**Signal wires on met1**

Scale bar: 20 µm. Supply wires on this layer in gray.
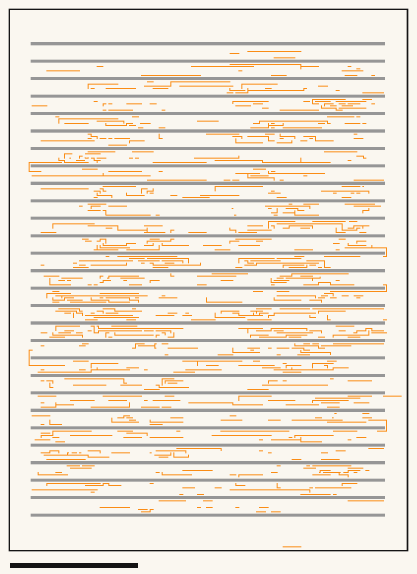
**M2 wires**

Scale bar: 20 µm.
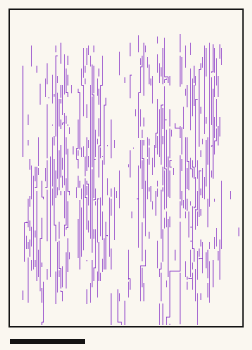
**The metal 3 layer**

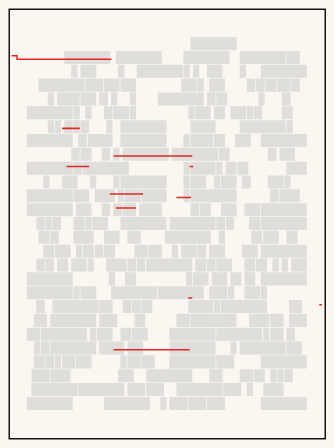
**Routed clock nets over the placement**

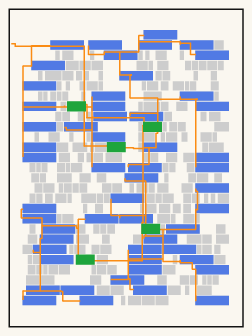
## config.mk

```make
export PLATFORM = sky130hd
export DESIGN_NAME = switch_debounce
export DESIGN_NICKNAME = d
export VERILOG_FILES = /design/src/rtl/debounce_pkg.sv /design/src/rtl/debounce_bit.sv /design/src/rtl/switch_debounce.sv
export SDC_FILE = /design/constraint.sdc
export NUM_CORES = 1
export LEC_CHECK = 0
export CORE_ASPECT_RATIO = 1.4
export CORE_MARGIN = 3
export CORE_UTILIZATION = 60
export DETAILED_ROUTE_END_ITERATION = 10
export PLACE_DENSITY = 0.76
export SYNTH_ARGS = -nofsm -noshare
export SYNTH_HDL_FRONTEND = slang
export SYNTH_SLANG_ARGS = --single-unit
```

## constraint.sdc

```tcl
create_clock -name clk -period 3.4 [get_ports clk]
set_input_delay 0.68 -clock clk [delete_from_list [all_inputs] [get_ports clk]]
set_output_delay 0.68 -clock clk [all_outputs]
set_load 0.02 [all_outputs]
```

## src/rtl/debounce_pkg.sv

```systemverilog
//------------------------------------------------------------------------------
// Module   : debounce_pkg
// Brief    : Shared state encoding and counter sizing for the switch debouncer.
// Revision : 1.0
//------------------------------------------------------------------------------
`default_nettype none

package debounce_pkg;

    typedef logic [1:0] state_t;

    localparam state_t STABLE_LO = 2'd0;
    localparam state_t WAIT_HI   = 2'd1;
    localparam state_t STABLE_HI = 2'd2;
    localparam state_t WAIT_LO   = 2'd3;

    // ceil(log2(cycles)), never narrower than one bit
    function automatic int cnt_width(input int cycles);
        int w;
        w = 0;
        for (int i = 0; i < 32; i++) begin
            if ((longint'(1) << i) < longint'(cycles)) begin
                w = i + 1;
            end
        end
        return (w < 1) ? 1 : w;
    endfunction

endpackage

`default_nettype wire

```

## src/rtl/debounce_bit.sv

```systemverilog
//------------------------------------------------------------------------------
// Module   : debounce_bit
// Brief    : One switch channel: 2-flop synchronizer, hold counter, FSM, pulses.
// Revision : 1.0
//------------------------------------------------------------------------------
`default_nettype none

module debounce_bit
    import debounce_pkg::*;
#(
    parameter int DEBOUNCE_CYCLES = 1000000
) (
    input  logic clk,
    input  logic reset,
    input  logic sw_raw,
    output logic sw_clean,
    output logic sw_rise,
    output logic sw_fall
);

    localparam int              C_CNT_W    = cnt_width(DEBOUNCE_CYCLES);
    localparam logic [C_CNT_W-1:0] C_CNT_LAST = C_CNT_W'(DEBOUNCE_CYCLES - 1);

    logic               r_sync1;
    logic               r_sync2;
    logic [C_CNT_W-1:0] r_cnt;
    state_t             r_state;
    state_t             w_state_nxt;
    logic               r_clean;
    logic               r_rise;
    logic               r_fall;
    logic               w_clean_nxt;
    logic               w_rise_nxt;
    logic               w_fall_nxt;
    logic               w_cnt_done;

    always_ff @(posedge clk or posedge reset) begin
        if (reset) begin
            r_sync1 <= 1'b0;
            r_sync2 <= 1'b0;
        end else begin
            r_sync1 <= sw_raw;
            r_sync2 <= r_sync1;
        end
    end

    assign w_cnt_done = (r_cnt == C_CNT_LAST);

    // Counts only while the synchronized level disagrees; acceptance clears it
    always_ff @(posedge clk or posedge reset) begin
        if (reset) begin
            r_cnt <= '0;
        end else if ((r_sync2 != r_clean) && !w_cnt_done) begin
            r_cnt <= r_cnt + C_CNT_W'(1);
        end else begin
            r_cnt <= '0;
        end
    end

    always_ff @(posedge clk or posedge reset) begin
        if (reset) begin
            r_state <= STABLE_LO;
        end else begin
            r_state <= w_state_nxt;
        end
    end

    always_comb begin
        w_state_nxt = r_state;
        case (r_state)
            STABLE_LO: if (r_sync2) w_state_nxt = WAIT_HI;
            WAIT_HI: begin
                if (!r_sync2)        w_state_nxt = STABLE_LO;
                else if (w_cnt_done) w_state_nxt = STABLE_HI;
            end
            STABLE_HI: if (!r_sync2) w_state_nxt = WAIT_LO;
            WAIT_LO: begin
                if (r_sync2)         w_state_nxt = STABLE_HI;
                else if (w_cnt_done) w_state_nxt = STABLE_LO;
            end
            default: w_state_nxt = STABLE_LO;
        endcase
    end

    always_comb begin
        w_clean_nxt = r_clean;
        w_rise_nxt  = 1'b0;
        w_fall_nxt  = 1'b0;
        if ((r_state == WAIT_HI) && (w_state_nxt == STABLE_HI)) begin
            w_clean_nxt = 1'b1;
            w_rise_nxt  = 1'b1;
        end
        if ((r_state == WAIT_LO) && (w_state_nxt == STABLE_LO)) begin
            w_clean_nxt = 1'b0;
            w_fall_nxt  = 1'b1;
        end
    end

    always_ff @(posedge clk or posedge reset) begin
        if (reset) begin
            r_clean <= 1'b0;
            r_rise  <= 1'b0;
            r_fall  <= 1'b0;
        end else begin
            r_clean <= w_clean_nxt;
            r_rise  <= w_rise_nxt;
            r_fall  <= w_fall_nxt;
        end
    end

    assign sw_clean = r_clean;
    assign sw_rise  = r_rise;
    assign sw_fall  = r_fall;

endmodule

`default_nettype wire

```

## src/rtl/switch_debounce.sv

```systemverilog
//------------------------------------------------------------------------------
// Module   : switch_debounce
// Brief    : N independent debounced switch channels with a shared change flag.
// Revision : 1.0
//------------------------------------------------------------------------------
`default_nettype none

module switch_debounce
    import debounce_pkg::*;
#(
    parameter int N               = 2,
    parameter int DEBOUNCE_CYCLES = 1000000
) (
    input  logic         clk,
    input  logic         reset,
    input  logic [N-1:0] sw_raw,
    output logic [N-1:0] sw_clean,
    output logic [N-1:0] sw_rise,
    output logic [N-1:0] sw_fall,
    output logic         sw_changed
);

    generate
        for (genvar g = 0; g < N; g++) begin : g_chan
            debounce_bit #(
                .DEBOUNCE_CYCLES(DEBOUNCE_CYCLES)
            ) u_bit (
                .clk     (clk),
                .reset   (reset),
                .sw_raw  (sw_raw[g]),
                .sw_clean(sw_clean[g]),
                .sw_rise (sw_rise[g]),
                .sw_fall (sw_fall[g])
            );
        end
    endgenerate

    // Pulses are already registered, so this OR adds no path from sw_raw
    assign sw_changed = |(sw_rise | sw_fall);

endmodule

`default_nettype wire

```

==> impl_metrics.py <==
# Auto-generated metrics
metrics = {
    "final_timing": {
        "fin_setup_tns_ns": 0,
        "layout_setup_ws_ns": 0.937,
        "clock.fmax_ghz": 0.406,
    },
    "setup_path": {
        "worst_setup_path_start_kind": "register",
        "critical_path_required_ns": 2.72,
        "reg2reg_from": "g_chan[1].u_bit.r_cnt[0]",
        "cp.depth": 2,
        "r2r_end": "g_chan[1].u_bit.sw_clean",
    },
    "status": {
        "status": "finished, final reports clean",
    },
    "pwr": {
        "p_sw_share_pct": 22.2,
        "switchingPower_mw": 0.237,
        "p_int_mw": 0.830,
    },
    "floorplanning": {
        "row_count": 27,
        "die_h_um": 84.1,
    },
    "worst_hold_path": {
        "whs_path_depth": 0,
        "worstHoldStart": "g_chan[0].u_bit.r_sync1",
    },
    "yosys": {
        "ys_ff": 54,
        "synth_top_cell_by_area": "dfrtp_1",
        "ys_seq_share_pct": 51.6,
        "yosysChipArea_um2": 2620,
        "ys_sh_xor_pct": 9.71,
        "ys_top_cells_by_count": "54 x dfrtp_1, 35 x nor2_1, 15 x xor2_1",
    },
    "global_routing": {
        "grt-busiest-layer": "met2",
    },
    "cells_and_area": {
        "layout.nets": 272,
    },
}
Notes on 'signal wires on met1' above:
main direction: horizontal
longest straight run: 18.4 µm
wire length on this layer: 1,820 µm
GR Util met1: 23.8%
Total Routed Length: 4440 µm

Notes on 'M2 wires' above:
nets with wire on the layer: 223
longest straight run: 43.5 µm
routed vias: 1,836
met2 Use GR: 35.3%

Notes on 'the metal 3 layer' above:
wire length on this layer: 70.4 µm
longest straight run: 18.4 µm
main direction: horizontal
share of all routed wire: 1.6%
met3 global-route usage: 4.77%

Notes on 'routed clock nets over the placement' above:
[orange] clock wires | length: 545 µm
[blue] flip-flops | count: 54
[green] cells driving clock nets | count: 5
routed clock nets: 6
flops lie: spread over the die
clk_lat worst skew: 0.31 ns
clock skew: 0.0124 ns
clock network fraction of design power: 33.9%

Power and IR drop assume default switching activity.
